--- config.mk ---
export PLATFORM = sky130hd
export DESIGN_NAME = text_console
export DESIGN_NICKNAME = d
export VERILOG_FILES = /design/src/rtl/text_console.sv
export SDC_FILE = /design/constraint.sdc
export NUM_CORES = 1
export LEC_CHECK = 0
export ABC_AREA = 1
export CORE_MARGIN = 2
export CORE_UTILIZATION = 40
export CTS_CLUSTER_DIAMETER = 150
export DETAILED_ROUTE_END_ITERATION = 8
export GPL_ROUTABILITY_DRIVEN = 0
export PLACE_DENSITY = 0.62
export SLEW_MARGIN = 40
export SYNTH_ARGS = -nofsm -noshare
export SYNTH_HDL_FRONTEND = slang
export SYNTH_SLANG_ARGS = --single-unit
--- constraint.sdc ---
create_clock -name clk -period 3.1 [get_ports clk]
set_input_delay 0.31 -clock clk [delete_from_list [all_inputs] [get_ports clk]]
set_output_delay 0.31 -clock clk [all_outputs]
set_load 0.005 [all_outputs]
--- src/rtl/text_console.sv ---
// Byte-stream text console that writes printable characters into a character buffer.
// Optional screen clear on form feed is built when TEXT_CONSOLE_CLEAR_EN is defined.
module text_console #(
  parameter int COLS = 80,
  parameter int ROWS = 30
) (
  input  logic        clk,
  input  logic        reset,
  input  logic        in_valid,
  input  logic [7:0]  in_data,
  output logic        in_ready,
  output logic [11:0] char_write_read_addr,
  output logic [7:0]  char_write_data,
  output logic        char_write_enable,
  output logic [6:0]  cursor_col,
  output logic [4:0]  cursor_row,
  output logic        busy
);

  localparam logic [11:0] COLS_W   = 12'(COLS);
  localparam logic [6:0]  COL_LAST = 7'(COLS - 1);
  localparam logic [4:0]  ROW_LAST = 5'(ROWS - 1);
  localparam logic [7:0]  SPACE    = 8'h20;

  logic [6:0]  col_q, col_d;
  logic [4:0]  row_q, row_d;
  logic        we_q, we_d;
  logic [11:0] addr_q, addr_d;
  logic [7:0]  data_q, data_d;

  logic        accept;
  logic [11:0] cur_addr;
  logic [4:0]  row_inc;
  logic        is_print;
  logic        is_lf;
  logic        is_cr;
  logic        is_bs;

`ifdef TEXT_CONSOLE_CLEAR_EN
  localparam logic [11:0] CELL_LAST = 12'(COLS * ROWS - 1);

  typedef enum logic {
    IDLE,
    CLEAR
  } state_e;

  state_e state_q, state_d;
  logic   is_ff;

  assign is_ff    = in_data == 8'h0C;
  assign in_ready = state_q == IDLE;
  assign busy     = state_q == CLEAR;
`else
  assign in_ready = 1'b1;
  assign busy     = 1'b0;
`endif

  assign accept   = in_valid & in_ready;
  assign cur_addr = 12'(row_q) * COLS_W + 12'(col_q);
  assign row_inc  = (row_q == ROW_LAST) ? 5'd0 : row_q + 5'd1;
  assign is_print = (in_data >= 8'h20) && (in_data <= 8'h7E);
  assign is_lf    = in_data == 8'h0A;
  assign is_cr    = in_data == 8'h0D;
  assign is_bs    = in_data == 8'h08;

  always_comb begin
    col_d  = col_q;
    row_d  = row_q;
    we_d   = 1'b0;
    addr_d = addr_q;
    data_d = data_q;
`ifdef TEXT_CONSOLE_CLEAR_EN
    state_d = state_q;
    // Clear sweeps the whole buffer, then homes the cursor.
    if (state_q == CLEAR) begin
      if (addr_q == CELL_LAST) begin
        state_d = IDLE;
        col_d   = 7'd0;
        row_d   = 5'd0;
      end else begin
        we_d   = 1'b1;
        addr_d = addr_q + 12'd1;
      end
    end else
`endif
    if (accept) begin
      unique case (1'b1)
        is_print: begin
          we_d   = 1'b1;
          addr_d = cur_addr;
          data_d = in_data;
          if (col_q == COL_LAST) begin
            col_d = 7'd0;
            row_d = row_inc;
          end else begin
            col_d = col_q + 7'd1;
          end
        end
        is_lf: begin
          col_d = 7'd0;
          row_d = row_inc;
        end
        is_cr: begin
          col_d = 7'd0;
        end
        (is_bs && col_q != 7'd0): begin
          col_d  = col_q - 7'd1;
          we_d   = 1'b1;
          addr_d = cur_addr - 12'd1;
          data_d = SPACE;
        end
`ifdef TEXT_CONSOLE_CLEAR_EN
        is_ff: begin
          state_d = CLEAR;
          we_d    = 1'b1;
          addr_d  = 12'd0;
          data_d  = SPACE;
        end
`endif
        default: ;
      endcase
    end
  end

  always_ff @(posedge clk) begin
    if (reset) begin
      col_q  <= 7'd0;
      row_q  <= 5'd0;
      we_q   <= 1'b0;
      addr_q <= 12'd0;
      data_q <= 8'd0;
`ifdef TEXT_CONSOLE_CLEAR_EN
      state_q <= IDLE;
`endif
    end else begin
      col_q  <= col_d;
      row_q  <= row_d;
      we_q   <= we_d;
      addr_q <= addr_d;
      data_q <= data_d;
`ifdef TEXT_CONSOLE_CLEAR_EN
      state_q <= state_d;
`endif
    end
  end

  assign char_write_read_addr = addr_q;
  assign char_write_data      = data_q;
  assign char_write_enable    = we_q;
  assign cursor_col           = col_q;
  assign cursor_row           = row_q;

endmodule
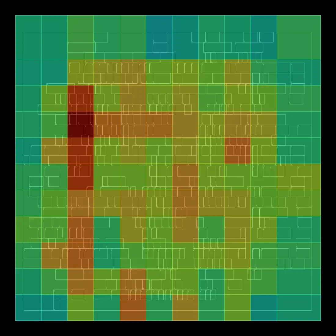
**Above:** routing congestion map.
fin util: 52.2%
Most Used Layer, Global Route: met2
routing usage on met1: 25.6%
grt met3 use: 4.16%

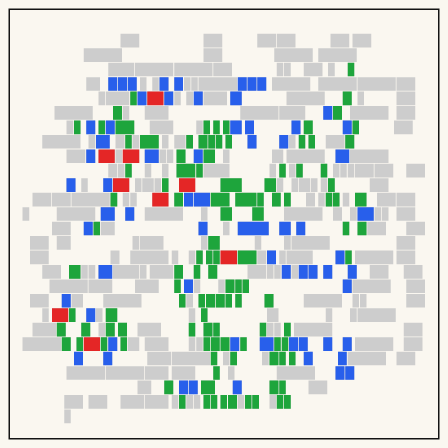
**Above:** gate families picked out.
family	colour	cells	most used
XOR/XNOR gates	red	9	xor2_1
inverting AOI/OAI gates	blue	66	o21ai_0
NAND gates	green	112	nand2_1

==> metrics.yaml <==
outcome: "completed"
worst_ep_required_time_ns: 3.33
slew_headroom_pct: 65.1
rsz0062_at_grt: "false"
cp.arrival_ns: 2.67
portBuffers: 43
fa_ha_area_share_pct: 10.2
drive_above_1_share_pct: 8.74
drv_cap: 0
rows: 27
num_vias: 2256
fin_crit_ns: 2.44
total_power_w: 0.000956
synth_xor_xnor_area_share_pct: 3.36
drc: 0
hold_viol: 0
max_freq_mhz: 410
cts_sinks: 33
finalClockPeriodUsage_pct: 78.7
yosysChipArea_mm2: 0.00234
wl_met2_um: 2360
tns_ns: 0
synthesis.nets: 372
worstSetupPathType: "flip-flop to flip-flop"
synth_top_area_share_pct: 28.2
stdcell_count: 461
ys_top_logic_family: "simple AND/OR/NAND/NOR gates"
fin_skew_ns: 0.00880
top_layer_used: "met4"
peakVddDrop_v: 0.000231
tool_warnings: 30
simple_gate_area_share_pct: 33.0
wl_met3_um: 284
final-clk-cell-share_pct: 2.84
buf_share_pct: 15.8
taps: 72
h-tree-depth: 2
drt_wl_total_um: 5610
num-nets-final: 417
syn_to_final_growth_pct: 24.2
buffers: 47
clk_pin_slew_worst_paths_ns: 0.08
power_density_mw_per_mm2: 328
synth_area_mm2: 0.00234
synthMuxAreaShare_pct: 0
nFillCells: 551
syn_avg_cell_area_um2: 6.84
io_pins: 46
dpl-instance-area_mm2: 0.00283
route.antenna.remaining_nets: 0
placed_cells: 453
die_width_um: 80.6
tightestPinTransition_ns: 0.523
overflow: 0
grt_pass1_wl_um: 9430
cts_buffers: 5
synthCells: 343
grt_max_degree: 25
nClkBuffers: 6
async_reset_ff_share_pct: 0
die_area_mm2: 0.00649
setup_violations: 0
drtIter0Drc: 113
ctsHoldBuffers: 0
worstSkewPairLatency_ns: 0.30
cts_tree: "built"
crit_path_start_kind: "flip-flop"
compound_area_share_pct: 15.7
hpwl_um: 4350
ctsResizeCount: 0
antennaDiodeCount: 0
cts-root-buf: "clkbuf_8"
hold-worst-slack_ns: 0.442
ff_latch_area_um2: 661
drt-vias-per-instance: 4.89
fp_util_pct: 42.1
==> sequential cells by signal (all words and copies together), names as in the netlist <==
register              cells
char_write_read_addr     12
cursor_row                5
char_write_enable         1
cursor_col                7
char_write_data           8
==> critical path, stage by stage (launching register included) <==
cell and delay [ns]:
dfxtp_1 0.48, ha_1 0.31, ha_1 0.21, fa_1 0.52
nand2_1 0.06, inv_1 0.09, nand3_1 0.12, nand2_1 0.09
nand2_1 0.06, nor2_2 0.14, nand2_1 0.07, nand2_1 0.05
nand2_1 0.05, a21oi_1 0.11
==> placed cells by master (no fill, tap or decap), drive strengths merged <==
cell type       n
nand2          72
nor2           47
clkdlybuf4s50  43
inv            39
o21ai          36
dfxtp          33
nand3          33
a21oi          21
ha             16
xor2            7
nand4           6
clkbuf          6
nor3            5
a211oi          4
buf             4
a31oi           3
clkinv          3
xnor2           2
fa              2
conb            2
or2             2
o31ai           1
nand3b          1
o21bai          1
==> final timing paths <==
check | startpoint | slack (ns) | end | cells past startpoint
hold reg to reg | char_write_data[7] | 0.44 | char_write_data[7] | 2
setup / recovery | cursor_row[3] | 0.66 | char_write_read_addr[11] | 13
hold / removal | char_write_data[7] | 0.44 | char_write_data[7] | 2
setup reg to reg | cursor_row[3] | 0.66 | char_write_read_addr[11] | 13
==> power by group <==
part | switching (W) | internal [W] | leakage [nW]
clock network | 0.000169 | 0.000156 | 0.0450
registers | 0.0000175 | 0.000443 | 0.269
logic | 0.0000917 | 0.0000792 | 1.03
total | 0.000278 | 0.000678 | 1.34
==> routing by layer <==
| layer | track usage (%) | vias up |
|---|---|---|
| li1 | - | 1216 |
| met1 | 25.6 | 981 |
| met2 | 28.7 | 52 |
| met4 | 6.10 | 0 |
| met3 | 4.16 | 7 |
| met5 | 0 | - |
Power figures rest on the tool's default switching activity, not on a simulated workload.
